### src/rtl/row_scanner.sv
// -----------------------------------------------------------------------------
// row_scanner
//
// Purpose:
//   Per-line wall renderer for a ray-cast display. At the end of each line
//   (hmax) the tracer result for the next line is latched. During the next
//   line the module raises o_wall_en for the centred span of visible pixels
//   occupied by the wall. It also steps a fixed-point vertical texture
//   coordinate once per wall pixel.
//
// Ports:
//   clk          in   sole clock, rising edge
//   reset        in   synchronous, active-high reset
//   hmax         in   last cycle of a line; latches the tracer inputs
//   hpos[9:0]    in   current horizontal pixel position
//   i_valid      in   tracer result valid (sampled at hmax)
//   i_side       in   wall side flag (sampled at hmax)
//   i_size       in   wall height in pixels (sampled at hmax)
//   i_texu       in   texel column (sampled at hmax)
//   i_texa       in   per-pixel texture V step (sampled at hmax)
//   i_texVinit   in   starting texture V accumulator (sampled at hmax)
//   o_wall_en    out  high while the current pixel is wall
//   o_side       out  latched side flag
//   o_texu       out  latched texel column
//   o_texv       out  current texel row
//
// Configuration:
//   ROW_SCANNER_CLAMP_EN  when defined, the texture V accumulator saturates
//                         once it leaves the texture, and o_texv sticks at
//                         all ones. When undefined, the accumulator wraps and
//                         o_texv repeats the texture.
// -----------------------------------------------------------------------------
module row_scanner #(
    parameter int H_VIEW     = 640,
    parameter int SIZE_BITS  = 11,
    parameter int FW         = 16,
    parameter int TEX_BITS   = 6,
    parameter int TEXV_SHIFT = 3
) (
    input  logic                 clk,
    input  logic                 reset,
    input  logic                 hmax,
    input  logic [9:0]           hpos,
    input  logic                 i_valid,
    input  logic                 i_side,
    input  logic [SIZE_BITS-1:0] i_size,
    input  logic [TEX_BITS-1:0]  i_texu,
    input  logic [FW-1:0]        i_texa,
    input  logic [FW-1:0]        i_texVinit,
    output logic                 o_wall_en,
    output logic                 o_side,
    output logic [TEX_BITS-1:0]  o_texu,
    output logic [TEX_BITS-1:0]  o_texv
);

    localparam int unsigned HALF_VIEW = H_VIEW / 2;

    typedef enum logic [1:0] {
        IDLE   = 2'd0,
        BEFORE = 2'd1,
        WALL   = 2'd2,
        AFTER  = 2'd3
    } state_t;

    state_t                state_q, state_d;
    logic [9:0]            start_q, start_d;
    logic [9:0]            end_q,   end_d;
    logic [FW-1:0]         texv_q,  texv_d;
    logic [FW-1:0]         texa_q,  texa_d;
    logic                  side_q,  side_d;
    logic [TEX_BITS-1:0]   texu_q,  texu_d;

    logic [SIZE_BITS-1:0]  half;
    logic [9:0]            start_calc;
    logic [9:0]            end_calc;
    logic                  texv_sat;

`ifdef ROW_SCANNER_CLAMP_EN
    localparam logic [FW-1:0] TEXV_LIMIT = FW'(1) << (TEX_BITS + TEXV_SHIFT);
    // Once the accumulator has walked off the bottom of the texture, freeze it.
    assign texv_sat = (texv_q >= TEXV_LIMIT);
`else
    assign texv_sat = 1'b0;
`endif

    // Centred wall span for the line being latched. A wall at least as tall
    // as the view covers the whole visible line.
    always_comb begin
        half = i_size >> 1;
        if (32'(half) >= HALF_VIEW) begin
            start_calc = '0;
            end_calc   = 10'(H_VIEW);
        end else begin
            start_calc = 10'(HALF_VIEW - 32'(half));
            end_calc   = 10'(HALF_VIEW + 32'(half));
        end
    end

    // Next-state logic. hmax has priority over every in-line transition, so a
    // line boundary always starts a fresh line, and WALL adds no step there.
    always_comb begin
        state_d = state_q;
        start_d = start_q;
        end_d   = end_q;
        texv_d  = texv_q;
        texa_d  = texa_q;
        side_d  = side_q;
        texu_d  = texu_q;

        if (hmax) begin
            side_d  = i_side;
            texu_d  = i_texu;
            texa_d  = i_texa;
            texv_d  = i_texVinit;
            start_d = start_calc;
            end_d   = end_calc;
            if (!i_valid || (i_size < SIZE_BITS'(2))) begin
                state_d = IDLE;
            end else if (start_calc == 10'd0) begin
                state_d = WALL;
            end else begin
                state_d = BEFORE;
            end
        end else begin
            unique case (state_q)
                // Transitions fire one pixel early, so the registered state
                // lines up with hpos == start and hpos == end.
                BEFORE: begin
                    if (hpos == start_q - 10'd1) begin
                        state_d = WALL;
                    end
                end
                WALL: begin
                    if (!texv_sat) begin
                        texv_d = texv_q + texa_q;
                    end
                    if (hpos == end_q - 10'd1) begin
                        state_d = AFTER;
                    end
                end
                default: begin
                    state_d = state_q;
                end
            endcase
        end
    end

    always_ff @(posedge clk) begin
        if (reset) begin
            state_q <= IDLE;
            start_q <= '0;
            end_q   <= '0;
            texv_q  <= '0;
            texa_q  <= '0;
            side_q  <= 1'b0;
            texu_q  <= '0;
        end else begin
            state_q <= state_d;
            start_q <= start_d;
            end_q   <= end_d;
            texv_q  <= texv_d;
            texa_q  <= texa_d;
            side_q  <= side_d;
            texu_q  <= texu_d;
        end
    end

    assign o_wall_en = (state_q == WALL);
    assign o_side    = side_q;
    assign o_texu    = texu_q;
    assign o_texv    = texv_sat ? '1 : texv_q[TEX_BITS+TEXV_SHIFT-1:TEXV_SHIFT];

endmodule

### config.mk
export PLATFORM = sky130hd
export DESIGN_NAME = row_scanner
export DESIGN_NICKNAME = d
export VERILOG_FILES = /design/src/rtl/row_scanner.sv
export SDC_FILE = /design/constraint.sdc
export NUM_CORES = 1
export LEC_CHECK = 0
export CAP_MARGIN = 0
export CORE_MARGIN = 2
export CORE_UTILIZATION = 45
export DETAILED_ROUTE_END_ITERATION = 16
export PLACE_DENSITY = 0.74
export SLEW_MARGIN = 20
export SYNTH_ARGS = -nofsm -noshare
export SYNTH_HDL_FRONTEND = slang
export SYNTH_SLANG_ARGS = --single-unit
### constraint.sdc
create_clock -name clk -period 5.8 [get_ports clk]
set_clock_uncertainty 0.2 [all_clocks]
set_input_delay 1.16 -clock clk [delete_from_list [all_inputs] [get_ports clk]]
set_output_delay 1.16 -clock clk [all_outputs]
set_load 0.005 [all_outputs]
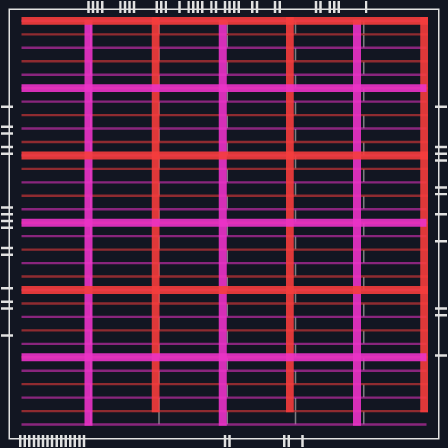
Fig. 1. PDN straps and rails (run 1).
Pins as bars on the die edge. Tap cells in gray.
color	net
magenta	VSS
red	VDD
signal pins	78
met1 rails	31
met5 straps	6
met4 straps	6

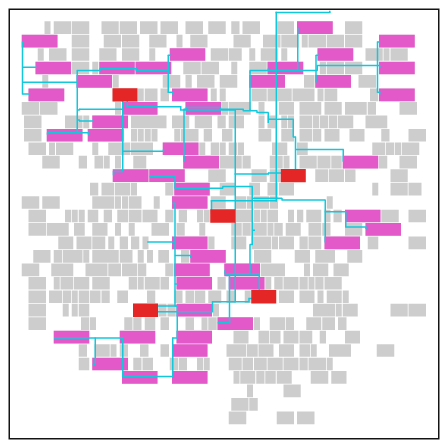
Fig. 2. Clock distribution (run 1).
[red] cells driving clock nets | count: 5
[magenta] flip-flops | count: 46
[cyan] clock wires | length: 604 microns
flops lie	spread over the die
routed clock nets	6

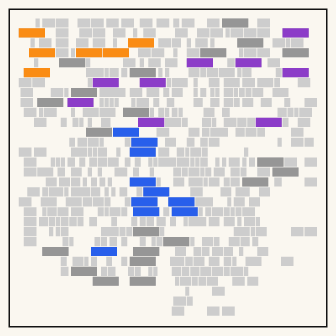
Fig. 3. Where the registers sit (run 1).
Other sequential cells in the stronger gray, the rest of the logic in the fainter gray.
color	signal	sequential cells
orange	o_texu	6
purple	texv_q	9
blue	start_q	10
Flop area: 921 sq um
P_seq: 0.347 mW

==> impl_metrics.json, run 1 <==
{
  "status": "finished clean",
  "warning_count": 43,
  "cp-start-kind": "input pin",
  "finalSetupTns_ns": 0,
  "grt_pass1_wl_mm": 11.5,
  "ys_seq_share_pct": 30.1,
  "p_per_area_mw_per_mm2": 197,
  "drcViolationCount": 0,
  "antenna_cells": 0,
  "critPathMaxFanout": 6,
  "antenna_found_initial": 0,
  "ios": 78,
  "endpoint_kind": "flip-flop",
  "wl_per_cell_microns": 14.0,
  "yosysWarnings": 0,
  "layout_top_cell": "clkdlybuf4s50_1",
  "max_freq_ghz": 0.269,
  "syn_to_final_growth_pct": 22.9,
  "die_height_microns": 86.5,
  "leakagePower_nw": 1.51,
  "clk_pin_slew_worst_paths_ns": 0.09,
  "fin_crit_sh_pct": 64.1,
  "fp-utilization_pct": 45.9
}
==> run 1: metrics by stage <==
step	cells	power, mW	cell area [sq um]	setup WS [ns]	hold WS (ns)
detailed placement	501	0.549	3680	1.80	0.286
finish	509	0.741	3770	2.08	0.305
global placement	501	0.544	3680	1.93	0.276
CTS	509	0.748	3770	2.12	0.308
floorplan	382	0.477	3060	2.76	0.265
global route	509	0.779	3770	1.89	0.336
==> run 1: cells in the mapped netlist (3+ instances only) <==
master	number	share of area, %
dfxtp_1	46	30
nor2_1	39	4.8
nand2_1	33	4.0
a21oi_1	29	4.7
xnor2_1	22	6.3
mux2i_1	20	6.5
inv_1	18	2.2
clkbuf_1	17	2.1
nand3_1	17	2.8
ha_1	14	5.7
nor3_1	12	2.0
xor2_1	10	2.9
nand2b_1	8	1.6
o211ai_1	8	2.0
o21ai_0	8	1.3
buf_4	6	1.5
nand4_1	5	1.0
nor2b_1	5	1.0
a311oi_1	4	1.1
nor4_1	4	0.82
a211oi_1	3	0.73
a21o_1	3	0.73
nor3b_1	3	0.73
o211a_1	3	0.98
==> run 1: worst max-delay path, stage by stage <==
cell and delay, ns:
clkdlybuf4s50_1 0.50, inv_1 0.10, ha_1 0.19, nor4b_1 0.55, a21oi_1 0.20, o41ai_1 0.42, o22ai_1 0.22, a41oi_1 0.25
a22oi_1 0.11
==> run 1: flip-flops by register name, indices dropped and copies added (netlist names) <==
signal	flops
o_texu	6
state_q	2
texa_q	9
start_q	10
o_side	1
end_q	9
texv_q	9
==> run 1: logic make-up (layout without fill, tap and decap cells) <==
family / after synthesis / in the layout / share of synthesized area, %
mux: 21 / 21 / 6.90
compound gates: 81 / 81 / 18.3
xor+xnor: 32 / 32 / 9.15
simple gates: 142 / 142 / 22.9
flops: 46 / 46 / 30.1
buf+inv: 45 / 92 / 6.29
fa+ha+maj: 15 / 15 / 6.37
==> run 1: path summary, 6_finish.rpt <==
path / from / end / slack, ns / depth (start not counted)
setup / recovery: i_size[1] / state_q[0]$_SDFFE_PP0P_ / 2.08 / 9
setup reg to reg: start_q[0]$_SDFFE_PP0P_ / state_q[0]$_SDFFE_PP0P_ / 3.08 / 8
hold / removal: o_texu[0]$_SDFFE_PP0P_ / o_texu[0]$_SDFFE_PP0P_ / 0.30 / 2
hold reg to reg: o_texu[0]$_SDFFE_PP0P_ / o_texu[0]$_SDFFE_PP0P_ / 0.30 / 2
==> run 1: metal layers <==
layer / vias up / part of all wire (%) / global-route usage (%)
met3: 8 / 4.2 / 3.62
met1: 1299 / 50 / 27.8
met4: 0 / 1.3 / 5.11
met5: - / 0 / 0
li1: 1447 / - / -
met2: 60 / 45 / 28.7
==> run 1: power breakdown <==
group          internal (mW)  switching (mW)
combinational          0.103          0.0926
sequential             0.333          0.0145
clock                 0.0852           0.114
total                  0.521           0.221
==> run 1: area by class of cell <==
type | count | area, sq um
fillers | 619 | 2910
inverters | 19 | 71.3
repair buffers | 65 | 638
well taps | 80 | 100
clock inverters | 2 | 13.8
multi-input cells | 291 | 1950
clock buffers | 6 | 72.6
flip-flops and latches | 46 | 921
## Run 2: what changed since run 1
Clock period 5.8 ns to 3.5 ns, I/O delays scaled along.
==> run 2 against run 1 <==
Against the previous run: final cell count is 0.59% higher; critical path depth stayed put; routed wire length is 1.8% higher; largest power group unchanged; combinational power is 67% higher; synthesized cell count stayed put; sequential share of layout area is 0.31 points lower; worst hold slack worse by 0.012 ns; register-to-register slack worse by 2.4 ns; cell area is 1.3% higher; highest routed layer unchanged.
==> impl_metrics.json, run 2 <==
{
  "leakagePower_nw": 1.53,
  "critPathMaxFanout": 6,
  "ys_seq_share_pct": 30.1,
  "synth_top_area_share_pct": 30.1,
  "use_met2_pct": 30.0,
  "finalSetupTns_ns": 0,
  "antenna_cells": 0,
  "min_path_cells": 2,
  "grt_pass1_wl_mm": 11.8,
  "yosysWarnings": 0,
  "yosys-top-cells-count": "dfxtp_1 (46), nor2_1 (39), nand2_1 (33)",
  "fill_cells": 632,
  "die_height_microns": 86.5,
  "max_freq_ghz": 0.335,
  "switching_share_pct": 28.2,
  "fp-utilization_pct": 45.9,
  "ff2ff_path_depth": 8,
  "top_cell": "dfxtp_1",
  "largest_reg_flops": 10,
  "p_seq_share_pct": 44.1,
  "status": "finished clean",
  "grt_busiest_layer": "met2",
  "grtUsageMet1_pct": 28.5,
  "grt_use_met3_pct": 3.14,
  "finalNonFillerCells": 512,
  "p_int_mw": 0.938,
  "top_area_cell": "dfxtp_1",
  "clk_pin_slew_worst_paths_ns": 0.09,
  "hold-worst-slack_ns": 0.293
}
run 2: cell types whose count changed in the layout (fill, tap and decap cells not counted), sizes merged:
cell and change:
buf +3, bufinv +1, clkbuf -1, clkinv -1, inv +1
run 2: per-layer routing:
metal,vias up,wire length (microns)
li1,1451,-
met1,1319,3550
met4,0,68
met5,-,0
met2,101,3290
met3,7,354
run 2: final cells by class:
| cell class | instances | area (sq um) | area share (%) |
|---|---|---|---|
| Clock buffer | 5 | 68.8 | 1.80 |
| Clock inverter | 3 | 43.8 | 1.15 |
| Inverter | 19 | 71.3 | 1.87 |
| Multi-Input combinational cell | 291 | 1950 | 51.1 |
| Sequential cell | 46 | 921 | 24.1 |
| Tap cell | 80 | 100 | 2.62 |
| Timing Repair Buffer | 68 | 661 | 17.3 |
run 2: power by group through the flow:
| stage | Combinational [mW] | Clock (mW) | Sequential [mW] |
|---|---|---|---|
| after floorplan | 0.210 | 0 | 0.581 |
| after global placement | 0.318 | 0 | 0.586 |
| after detailed placement | 0.324 | 0 | 0.588 |
| after CTS | 0.326 | 0.417 | 0.576 |
| after global routing | 0.361 | 0.431 | 0.580 |
| final | 0.326 | 0.404 | 0.577 |
run 2: cells by family (layout without fill, tap and decap cells):
kind of cell	count (synthesis)	in the layout	share of synthesized area, %
muxes	21	21	6.90
DFF	46	46	30.1
buffers and inverters	45	95	6.29
AOI/OAI and AO/OA	81	81	18.3
xor gates and xnor gates	32	32	9.15
adders and majority gates	15	15	6.37
and+or+nand+nor	142	142	22.9
run 2: through the flow:
stage               power (mW)  utilization (%)  instance area, sq um  setup WS [ns]
floorplan                0.790                -                  3060          0.902
global placement         0.904             55.4                  3700          0.324
detailed placement       0.913             55.4                  3700          0.256
CTS                       1.32             57.1                  3820          0.568
global route              1.37             57.1                  3820          0.409
finish                    1.31             57.1                  3820          0.514
run 2: critical path, cell delays in order:
cell and delay (ns):
clkdlybuf4s50_1 0.49, inv_1 0.10, ha_1 0.19, or4b_1 0.52, nor3_1 0.24, o41ai_1 0.11
o22ai_1 0.29, a41oi_1 0.16, a22oi_1 0.22
run 2: path summary, 6_finish.rpt:
kind / start / to / slack [ns]
setup reg to reg: start_q[0]$_SDFFE_PP0P_ / state_q[1]$_SDFFE_PP0P_ / 0.70
hold reg to reg: start_q[8]$_SDFFE_PP0P_ / start_q[8]$_SDFFE_PP0P_ / 0.29
hold / removal: start_q[8]$_SDFFE_PP0P_ / start_q[8]$_SDFFE_PP0P_ / 0.29
setup / recovery: i_size[1] / state_q[0]$_SDFFE_PP0P_ / 0.51
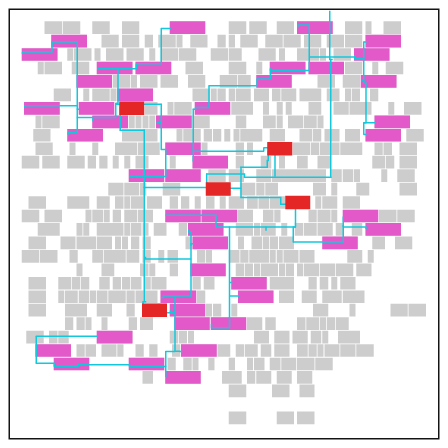
Fig. 4. Clock distribution (run 2).
[magenta] flip-flops | count: 46
[red] cells driving clock nets | count: 5
[cyan] clock wires | length: 573 microns
flops lie	spread over the die

Power figures rest on the tool's default switching activity, not on a simulated workload.
